Layout detail:
Region (77, 117) to (127, 167) um. Cells in grey, sequential cells in the stronger grey; small squares are vias.
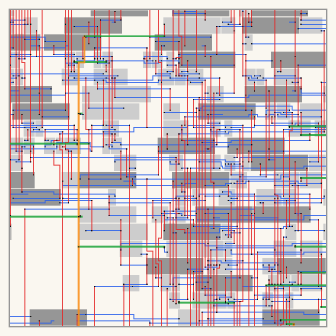
Metal 3:
(2 px per um)
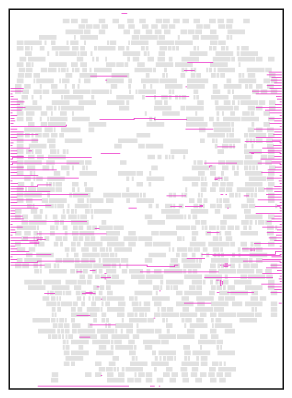
Clock wiring as the flow saved it:
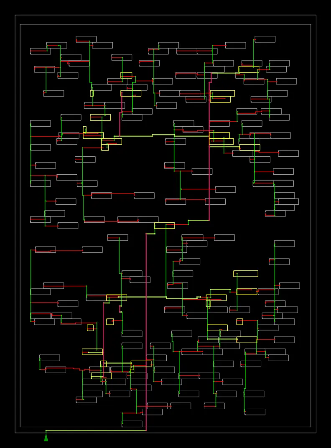
I/O pins on the die edge:
(2 px per um) Pins as bars across the die edge, other pins in grey.
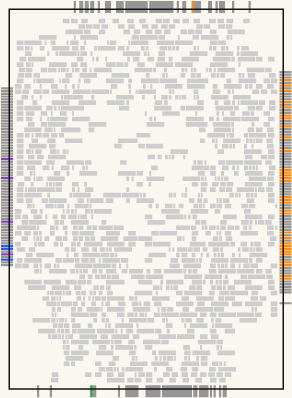
$ cat src/rtl/mem_stage.sv
// mem_stage: memory-access stage between EX and the register file.
// Accepts one instruction at a time, runs loads/stores over a
// req/gnt/rvalid bus and produces a registered writeback triple.
module mem_stage #(
   parameter int TIMEOUT_CYCLES = 64,
   parameter int CNT_W          = 8
) (
   input  logic        clk,
   input  logic        rest,
   input  logic        ex2mem_valid_i,
   output logic        ex2mem_ready_o,
   input  logic        ex2mem_is_load_i,
   input  logic        ex2mem_is_store_i,
   input  logic [2:0]  ex2mem_funct3_i,
   input  logic [31:0] ex2mem_result_i,
   input  logic [31:0] ex2mem_store_data_i,
   input  logic [4:0]  ex2mem_rd_i,
   input  logic        ex2mem_wb_en_i,
   output logic        mem_req_o,
   output logic        mem_we_o,
   output logic [31:0] mem_addr_o,
   output logic [31:0] mem_wdata_o,
   output logic [3:0]  mem_wstrb_o,
   input  logic        mem_gnt_i,
   input  logic        mem_rvalid_i,
   input  logic [31:0] mem_rdata_i,
   output logic        mem2regs_wb_en_o,
   output logic [4:0]  mem2regs_rd_o,
   output logic [31:0] mem2regs_rd_data_o,
   output logic        mem_err_o,
   output logic [31:0] mem_err_addr_o
);

   typedef enum logic [1:0] {
      S_IDLE = 2'd0,
      S_REQ  = 2'd1,
      S_WAIT = 2'd2
   } state_t;

   // Last counter value before the abort fires; the abort happens at the
   // end of the TIMEOUT_CYCLES-th cycle spent in REQ or WAIT.
   localparam logic [CNT_W-1:0] CNT_LAST = CNT_W'(TIMEOUT_CYCLES - 1);

   state_t            state, state_nxt;
   logic [CNT_W-1:0]  cnt, cnt_nxt;
   logic [31:0]       addr_full, addr_full_nxt;
   logic [2:0]        funct3_q, funct3_nxt;
   logic [4:0]        rd_q, rd_nxt;
   logic              wb_q, wb_q_nxt;

   logic              req_nxt, we_nxt;
   logic [31:0]       addr_nxt, wdata_nxt;
   logic [3:0]        wstrb_nxt;
   logic              wb_en_nxt;
   logic [4:0]        wb_rd_nxt;
   logic [31:0]       wb_data_nxt;
   logic              err_nxt;
   logic [31:0]       err_addr_nxt;

   logic              timeout_hit;
   logic              bad_access;
   logic              is_mem;
   logic [35:0]       store_enc;
   logic [31:0]       load_data;

   // Rejects illegal funct3, misaligned addresses and load+store together.
   function automatic logic access_bad(input logic ld, input logic st,
                                       input logic [2:0] f3, input logic [1:0] off);
      logic bad;
      case (f3)
         3'b000, 3'b100: bad = 1'b0;
         3'b001, 3'b101: bad = off[0];
         3'b010:         bad = |off;
         default:        bad = 1'b1;
      endcase
      if (st && f3[2]) bad = 1'b1;
      if (ld && st)    bad = 1'b1;
      return bad;
   endfunction

   // Store encoding: {wstrb, wdata} with the data replicated across lanes.
   function automatic logic [35:0] store_encode(input logic [2:0] f3,
                                                input logic [1:0] off,
                                                input logic [31:0] d);
      logic [3:0] strb;
      case (f3[1:0])
         2'b00: begin
            strb = 4'b0001 << off;
            return {strb, {4{d[7:0]}}};
         end
         2'b01: begin
            strb = 4'b0011 << off;
            return {strb, {2{d[15:0]}}};
         end
         default: return {4'b1111, d};
      endcase
   endfunction

   // Load extraction: select the addressed byte/half and extend it.
   function automatic logic [31:0] load_extract(input logic [2:0] f3,
                                                input logic [1:0] off,
                                                input logic [31:0] d);
      logic [31:0]        sh;
      logic signed [7:0]  b;
      logic signed [15:0] h;
      logic signed [31:0] ext;
      sh = d >> {off, 3'b000};
      b  = sh[7:0];
      h  = sh[15:0];
      case (f3)
         3'b000: begin
            ext = b;
            return ext;
         end
         3'b001: begin
            ext = h;
            return ext;
         end
         3'b100:  return {24'd0, sh[7:0]};
         3'b101:  return {16'd0, sh[15:0]};
         default: return d;
      endcase
   endfunction

   assign ex2mem_ready_o = (state == S_IDLE);
   assign timeout_hit    = (TIMEOUT_CYCLES != 0) && (cnt == CNT_LAST);
   assign is_mem         = ex2mem_is_load_i | ex2mem_is_store_i;
   assign bad_access     = access_bad(ex2mem_is_load_i, ex2mem_is_store_i,
                                      ex2mem_funct3_i, ex2mem_result_i[1:0]);
   assign store_enc      = store_encode(ex2mem_funct3_i, ex2mem_result_i[1:0],
                                        ex2mem_store_data_i);
   assign load_data      = load_extract(funct3_q, addr_full[1:0], mem_rdata_i);

   // Next-state and next-output logic; every register holds by default,
   // pulses (writeback, error) default low.
   always_comb begin
      state_nxt     = state;
      cnt_nxt       = cnt;
      addr_full_nxt = addr_full;
      funct3_nxt    = funct3_q;
      rd_nxt        = rd_q;
      wb_q_nxt      = wb_q;
      req_nxt       = mem_req_o;
      we_nxt        = mem_we_o;
      addr_nxt      = mem_addr_o;
      wdata_nxt     = mem_wdata_o;
      wstrb_nxt     = mem_wstrb_o;
      wb_en_nxt     = 1'b0;
      wb_rd_nxt     = mem2regs_rd_o;
      wb_data_nxt   = mem2regs_rd_data_o;
      err_nxt       = 1'b0;
      err_addr_nxt  = mem_err_addr_o;

      case (state)
         S_IDLE: begin
            if (ex2mem_valid_i) begin
               if (!is_mem) begin
                  wb_en_nxt   = ex2mem_wb_en_i && (ex2mem_rd_i != 5'd0);
                  wb_rd_nxt   = ex2mem_rd_i;
                  wb_data_nxt = ex2mem_result_i;
               end else if (bad_access) begin
                  err_nxt      = 1'b1;
                  err_addr_nxt = ex2mem_result_i;
               end else begin
                  state_nxt     = S_REQ;
                  cnt_nxt       = '0;
                  req_nxt       = 1'b1;
                  we_nxt        = ex2mem_is_store_i;
                  addr_nxt      = {ex2mem_result_i[31:2], 2'b00};
                  addr_full_nxt = ex2mem_result_i;
                  funct3_nxt    = ex2mem_funct3_i;
                  rd_nxt        = ex2mem_rd_i;
                  wb_q_nxt      = ex2mem_wb_en_i;
                  if (ex2mem_is_store_i) begin
                     wstrb_nxt = store_enc[35:32];
                     wdata_nxt = store_enc[31:0];
                  end else begin
                     wstrb_nxt = 4'b0000;
                     wdata_nxt = 32'd0;
                  end
               end
            end
         end

         S_REQ: begin
            if (mem_gnt_i) begin
               req_nxt = 1'b0;
               if (mem_we_o) begin
                  state_nxt = S_IDLE;
               end else if (mem_rvalid_i) begin
                  state_nxt   = S_IDLE;
                  wb_en_nxt   = wb_q && (rd_q != 5'd0);
                  wb_rd_nxt   = rd_q;
                  wb_data_nxt = load_data;
               end else begin
                  state_nxt = S_WAIT;
                  cnt_nxt   = cnt + CNT_W'(1);
               end
            end else if (timeout_hit) begin
               state_nxt    = S_IDLE;
               req_nxt      = 1'b0;
               err_nxt      = 1'b1;
               err_addr_nxt = addr_full;
            end else begin
               cnt_nxt = cnt + CNT_W'(1);
            end
         end

         S_WAIT: begin
            if (mem_rvalid_i) begin
               state_nxt   = S_IDLE;
               wb_en_nxt   = wb_q && (rd_q != 5'd0);
               wb_rd_nxt   = rd_q;
               wb_data_nxt = load_data;
            end else if (timeout_hit) begin
               state_nxt    = S_IDLE;
               err_nxt      = 1'b1;
               err_addr_nxt = addr_full;
            end else begin
               cnt_nxt = cnt + CNT_W'(1);
            end
         end

         default: begin
            state_nxt = S_IDLE;
            req_nxt   = 1'b0;
         end
      endcase
   end

   // State, transaction latches and all registered outputs; reset clears all.
   always_ff @(posedge clk or negedge rest) begin
      if (!rest) begin
         state              <= S_IDLE;
         cnt                <= '0;
         addr_full          <= 32'd0;
         funct3_q           <= 3'd0;
         rd_q               <= 5'd0;
         wb_q               <= 1'b0;
         mem_req_o          <= 1'b0;
         mem_we_o           <= 1'b0;
         mem_addr_o         <= 32'd0;
         mem_wdata_o        <= 32'd0;
         mem_wstrb_o        <= 4'd0;
         mem2regs_wb_en_o   <= 1'b0;
         mem2regs_rd_o      <= 5'd0;
         mem2regs_rd_data_o <= 32'd0;
         mem_err_o          <= 1'b0;
         mem_err_addr_o     <= 32'd0;
      end else begin
         state              <= state_nxt;
         cnt                <= cnt_nxt;
         addr_full          <= addr_full_nxt;
         funct3_q           <= funct3_nxt;
         rd_q               <= rd_nxt;
         wb_q               <= wb_q_nxt;
         mem_req_o          <= req_nxt;
         mem_we_o           <= we_nxt;
         mem_addr_o         <= addr_nxt;
         mem_wdata_o        <= wdata_nxt;
         mem_wstrb_o        <= wstrb_nxt;
         mem2regs_wb_en_o   <= wb_en_nxt;
         mem2regs_rd_o      <= wb_rd_nxt;
         mem2regs_rd_data_o <= wb_data_nxt;
         mem_err_o          <= err_nxt;
         mem_err_addr_o     <= err_addr_nxt;
      end
   end

endmodule
$ cat config.mk
export PLATFORM = sky130hd
export DESIGN_NAME = mem_stage
export DESIGN_NICKNAME = d
export VERILOG_FILES = /design/src/rtl/mem_stage.sv
export SDC_FILE = /design/constraint.sdc
export NUM_CORES = 1
export LEC_CHECK = 0
export CORE_ASPECT_RATIO = 1.4
export CORE_MARGIN = 2
export CORE_UTILIZATION = 33
export DETAILED_ROUTE_END_ITERATION = 8
export GPL_ROUTABILITY_DRIVEN = 1
export SYNTH_ARGS = -nofsm -noshare
export SYNTH_HDL_FRONTEND = slang
export SYNTH_SLANG_ARGS = --single-unit
$ cat constraint.sdc
create_clock -name clk -period 1.9 [get_ports clk]
set_input_delay 0.38 -clock clk [delete_from_list [all_inputs] [get_ports clk]]
set_output_delay 0.38 -clock clk [all_outputs]
set_load 0.02 [all_outputs]
==> metrics.cfg <==
[pwr]
pwr_density_cell_mw_per_mm2=1746
intPower_uw=12910
share_comb_of_total_power=0.563
power_uw=21730

[finish]
combAreaFraction=0.3053
finalCoreUtilization=0.5192
numSequentialCells=160
mostFrequentLayoutCell=sky130_fd_sc_hd__clkdlybuf4s50_1
nonClockInverterCount=10
buf_share=0.2912
n_multi_input_combinational_cell=557
instances_no_fill=1416
dominant-cell-class=flip-flops and latches

[run_status]
result_of_the_run=complete, but fails checks
violations=negative setup slack

[clock_tree]
cts_max_path_buffers=2
clock_tree.htree_level_count=4

[global_routing]
grt_use_total=0.2106
overflow=0
antenna_found_initial=1

[yosys]
yosys.area.top_type_share=0.4957
share_of_synthesized_area_occupied_by_flip_flops_and_latches=0.4957
post_synth_and_or_nand_nor_area_fraction=0.1156
synth.largest_area_cell=sky130_fd_sc_hd__dfrtp_1
ys_dominant_reg_cell=sky130_fd_sc_hd__dfrtp_1
synthCells=812

[critical_path]
worst_r2r_path_depth=9
ff2ff_setup_slack_ns=-0.01
critical_path.n_buffers_inverters=5
critical_path_cell_count=8
timing.rr.start=state[0]$_DFFE_PN0P_

[sta]
setup_slack_ns=-0.03816
grt_setup_unrepaired=true
fin_skew_ns=0.008751
final_count_of_negative_setup_slack_endpoints=12

[die]
floorplanUtilization=0.3369
num_io_pins=254
die_area_mm2=0.02576

[placement]
dp_worst_setup_slack_ns=-0.4991

[job]
openroad.warnings=32

[routing]
first_pass_iters=7

-- 'layout detail' (at the start) --
Key: green = M3; orange = M4; blue = M1; red = M2
Most frequent: dfrtp_1 (25), clkdlybuf4s50_1 (15), nor2_1 (13). Netlist names of flops here include mem2regs_rd_data_o (12), mem_err_addr_o (8), addr_full (5). 115 logic cells have their middle in the window. Sequential cells in the window: 25.

-- 'metal 3' (at the start) --
185 nets have wire on it. The layer holds 6.3% of the routed length. The longest straight run is 45.3 um.
met3 Track Usage GR: 0.05194
final WL: 27780 um
Via Count: 7269

-- 'clock wiring as the flow saved it' (at the start) --
total of clock buffers placed in the layout: 21
CTS sink cnt: 160

-- 'I/O pins on the die edge' (at the start) --
Key: green = ex2mem_ready_o [pins 1, direction output, edge bottom]; purple = mem_wstrb_o [pins 4, direction output, edge left]; blue = ex2mem_funct3_i [pins 3, direction input, edge left]; orange = mem_rdata_i [pins 32, direction input, edge 31 right, 1 top]
All pins by edge: 83 right, 66 left, 56 top, 49 bottom.
overall die height: 189.1 um
number of port buffers: 251
horizontal extent of the die: 136.2 um

==> layer usage <==
layer,up-vias,wire length (um)
met3,39,1746
met2,253,14170
met4,2,588
met5,-,11
met1,3544,11260
li1,3431,-
==> Yosys cell counts (all sizes together), types with 4 or more instances <==
| cell type | count |
|---|---|
| nor2b | 27 |
| mux2i | 45 |
| o31ai | 27 |
| mux2 | 48 |
| nor2 | 67 |
| dfrtp | 160 |
| buf | 48 |
| a21oi | 60 |
| o2bb2ai | 17 |
| clkbuf | 38 |
| a211oi | 17 |
| a21o | 4 |
| ha | 5 |
| inv | 9 |
| nand2 | 97 |
| a31oi | 6 |
| o221ai | 9 |
| o21ai | 85 |
==> state kept, by name, summed over array words and instances (netlist names) <==
| name | count |
|---|---|
| addr_full | 32 |
| mem2regs_rd_data_o | 32 |
| mem_err_addr_o | 32 |
| mem_wdata_o | 32 |
| cnt | 8 |
| mem2regs_rd_o | 5 |
| rd_q | 5 |
| mem_wstrb_o | 4 |
| funct3_q | 3 |
| state | 2 |
| mem2regs_wb_en_o | 1 |
| mem_err_o | 1 |
| mem_req_o | 1 |
| mem_we_o | 1 |
| wb_q | 1 |
==> power by group through the flow <==
stage	registers, uW	logic, uW	clock network [uW]
6_report	6010	12200	3500
5_1_grt	6210	13100	3740
4_1_cts	6020	11600	3600
3_5_place_dp	6060	11300	0
3_3_place_gp	6020	11200	0
2_1_floorplan	7100	5450	0
==> through the flow <==
stage / cell area (um2) / hold WS [ns]
floorplan: 8139 / 0.08441
global placement: 11250 / 0.3330
detailed placement: 11250 / 0.3386
CTS: 12080 / 0.4352
global route: 12450 / 0.4586
finish: 12450 / 0.4426
Power figures rest on the tool's default switching activity, not on a simulated workload.
